==> config.mk <==
export PLATFORM = sky130hd
export DESIGN_NAME = change_dispense_ctrl
export DESIGN_NICKNAME = d
export VERILOG_FILES = /design/src/rtl/change_dispense_ctrl.sv
export SDC_FILE = /design/constraint.sdc
export NUM_CORES = 1
export LEC_CHECK = 0
export ABC_CLOCK_PERIOD_IN_PS = 3700
export CORE_MARGIN = 1
export CORE_UTILIZATION = 36
export CTS_CLUSTER_SIZE = 40
export DETAILED_ROUTE_END_ITERATION = 12
export DONT_BUFFER_PORTS = 1
export GPL_TIMING_DRIVEN = 0
export SETUP_SLACK_MARGIN = 0.15
export SLEW_MARGIN = 5
export SYNTH_ARGS = -nofsm -noshare
export SYNTH_HDL_FRONTEND = slang
export SYNTH_SLANG_ARGS = --single-unit
==> constraint.sdc <==
create_clock -name clk -period 3.7 [get_ports clk]
set_input_delay 0.925 -clock clk [delete_from_list [all_inputs] [get_ports clk]]
set_output_delay 0.925 -clock clk [all_outputs]
set_load 0.03 [all_outputs]
Fig. 1: met1 routing
Supply wires on this layer in gray.
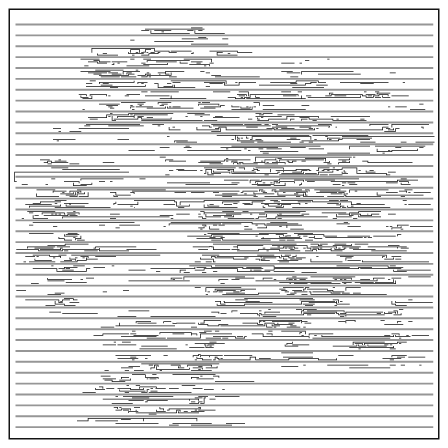
main direction	horizontal
nets with wire on the layer	471
grt met1 use: 0.2604
drt total wl: 10.85 mm
routed vias: 3391

Fig. 2: the metal 2 layer
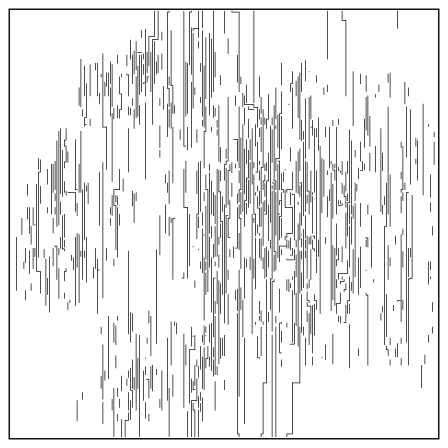
nets with wire on the layer	422
main direction	vertical
longest straight run	41.8 um
wire length on this layer	5160 um
share of all routed wire	48%
met2 Resource Use GR: 0.3120

Fig. 3: metal 3
Bar = 20 um.
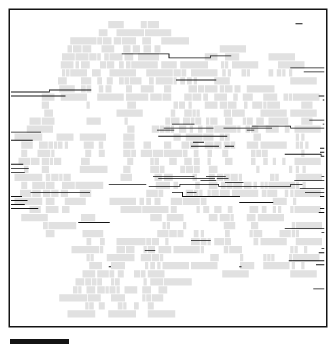
longest straight run	24.4 um
wire length on this layer	566 um
main direction	horizontal
share of all routed wire	5.2%
met3 global-route usage: 0.05471

Fig. 4: signal wires on met4
Supply wires on this layer in gray.
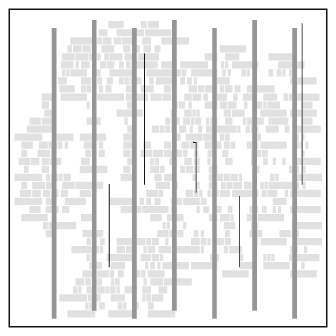
longest straight run	54.4 um
wire length on this layer	168 um
main direction	vertical

Fig. 5: clock wiring as the flow saved it
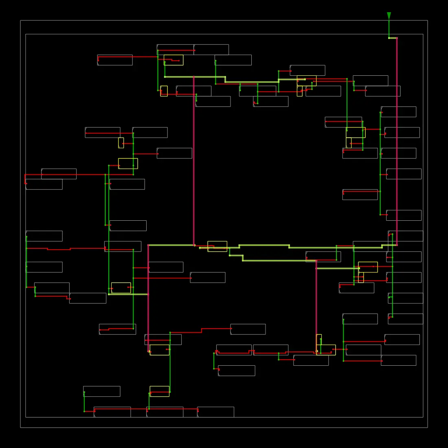
clk sinks: 57
Latency at later pin: 0.36 ns

==> flow_summary.yaml <==
# yosys + openroad results
timing:
  finalSetupViolCount: 0
  rsz0062_at_grt: "true"
  slew_viol_final: 0
  post-route-period-util: 0.9358
  finClkSkew_ns: 0.006908
  worstMarginPinSlew_ns: 0.8425
  whs_ns: 0.2539
power:
  ir_drop_mv: 0.4679
  leakagePower_nw: 2.037
job:
  tool_warnings: 32
synth:
  topCombFamilyByArea: "AND-OR/OR-AND gates"
  syn_area_per_cell_sq_um: 9.335
  syn_inst: 425
  synth-edff-count: 0
  ys_sh_xor: 0.05330
  simple_gate_share: 0.1914
  synth-async-reset-ratio: 1.000
  adder_share: 0.09398
  synth-seq-cells: 57
final_layout:
  synthToLayoutAreaGrowth_pct: 17.06
  antennaDiodeCount: 0
  drive_above_1_share: 0.2392
drt:
  detail_route.wl_per_cell_um: 18.08
  drc_errors: 0
clock_tree:
  cts_hold_buffers: 0
  cts_buffers: 9
  root_buffer: "clkbuf_8"
outcome:
  status: "completed"
global_routing:
  grt_start_max_net_pins: 58
  grt_pass1_vias: 3286
  grt-ovfl-total: 0
  grtUsageTotal: 0.1996
floorplanning:
  die_area_sq_um: 11440
  coreArea_sq_um: 10510
  rows: 37
  die.size.y_um: 107.0
place:
  hpwl_mm: 7.437
  place.port_buffers: 0
worst_setup_path:
  critPathRequiredTime_ns: 3.98
  rrSetupSlack_ns: 0.24
  cp_cell_sequence: "or4_4 -> o21ai_4 -> o211ai_1 -> buf_4 -> nor3_4 -> ha_1 -> a21o_1 -> a211oi_2 -> nor2_2 -> o41ai_2 -> mux2i_1 -> xor2_1"
  cp.arrival_ns: 3.74
==> where the power goes <==
part           switching, W  leakage (nW)  internal [W]
clock              0.000256        0.0817      0.000262
sequential         0.000642         0.689      0.000900
combinational       0.00107          1.27      0.000938
==> worst register-to-register path, stage by stage (launching register included) <==
cell	delay, ns
dfrtp_2	0.49
or4_4	0.61
o21ai_4	0.17
o211ai_1	0.15
buf_4	0.21
nor3_4	0.24
ha_1	0.28
a21o_1	0.20
a211oi_2	0.20
nor2_2	0.07
o41ai_2	0.32
mux2i_1	0.27
xor2_1	0.17
==> cells in the final DEF, fill, tap and decap left out, types with 4 or more instances in the layout <==
| cell | instances |
|---|---|
| mux2i_1 | 7 |
| clkbuf_1 | 12 |
| o22ai_1 | 5 |
| xor2_1 | 7 |
| buf_4 | 23 |
| a211oi_1 | 8 |
| nand2_1 | 45 |
| a21o_1 | 6 |
| a21oi_1 | 21 |
| nor2_1 | 27 |
| xnor2_1 | 14 |
| clkbuf_8 | 10 |
| buf_2 | 6 |
| nand4_1 | 9 |
| nor3_1 | 11 |
| nand2b_1 | 5 |
| dfrtp_1 | 40 |
| nand3_1 | 13 |
| o21ai_0 | 27 |
| buf_6 | 5 |
| a31oi_1 | 5 |
| ha_1 | 23 |
| dfrtp_2 | 11 |
| nor2_4 | 4 |
| dfstp_2 | 6 |
| inv_1 | 14 |
| mux2_2 | 8 |
==> routing by layer <==
layer | vias to the layer above | wire length (um) | global-route usage
met4 | 0 | 168 | 0.07926
met5 | - | 0 | 0
met1 | 1655 | 4958 | 0.2604
met3 | 12 | 566 | 0.05471
li1 | 1638 | - | -
met2 | 86 | 5156 | 0.3120
==> layout make-up <==
class | instances | area, sq um
Clock buffer | 15 | 156.4
Multi-Input combinational cell | 333 | 2512
Fill cell | 1024 | 5864
Buffer | 18 | 108.9
Inverter | 17 | 67.56
Sequential cell | 57 | 1448
Timing Repair Buffer | 23 | 176.4
Tap cell | 136 | 170.2
Clock inverter | 1 | 5.005
==> cells by family (layout without fill, tap and decap cells) <==
family | Yosys count | count (layout)
AOI/OAI and AO/OA | 119 | 119
adders and majority gates | 28 | 28
DFF | 57 | 57
and+or+nand+nor | 146 | 146
buffers and inverters | 35 | 74
muxes | 18 | 18
xor gates and xnor gates | 22 | 22
==> what timing repair did <==
item / in CTS / in global routing
pin swaps: 2 / 15
buffers inserted: 4 / 19
resized: 17 / 25
setup endpoints to repair: 11 / 7
==> stage by stage <==
| step | TNS, ns | setup WS [ns] | area [sq um] | instances | total power, W |
|---|---|---|---|---|---|
| floorplan | 0 | 0.1901 | 3973 | 425 | 0.002920 |
| global placement | -1.527 | -0.4673 | 4143 | 561 | 0.003272 |
| detailed placement | -1.622 | -0.4316 | 4143 | 561 | 0.003339 |
| CTS | 0 | 0.1567 | 4404 | 581 | 0.003928 |
| global route | 0 | 0.07710 | 4644 | 600 | 0.004408 |
| finish | 0 | 0.2374 | 4644 | 600 | 0.004069 |
No activity file was given, so power comes from the tool's default toggle rates.
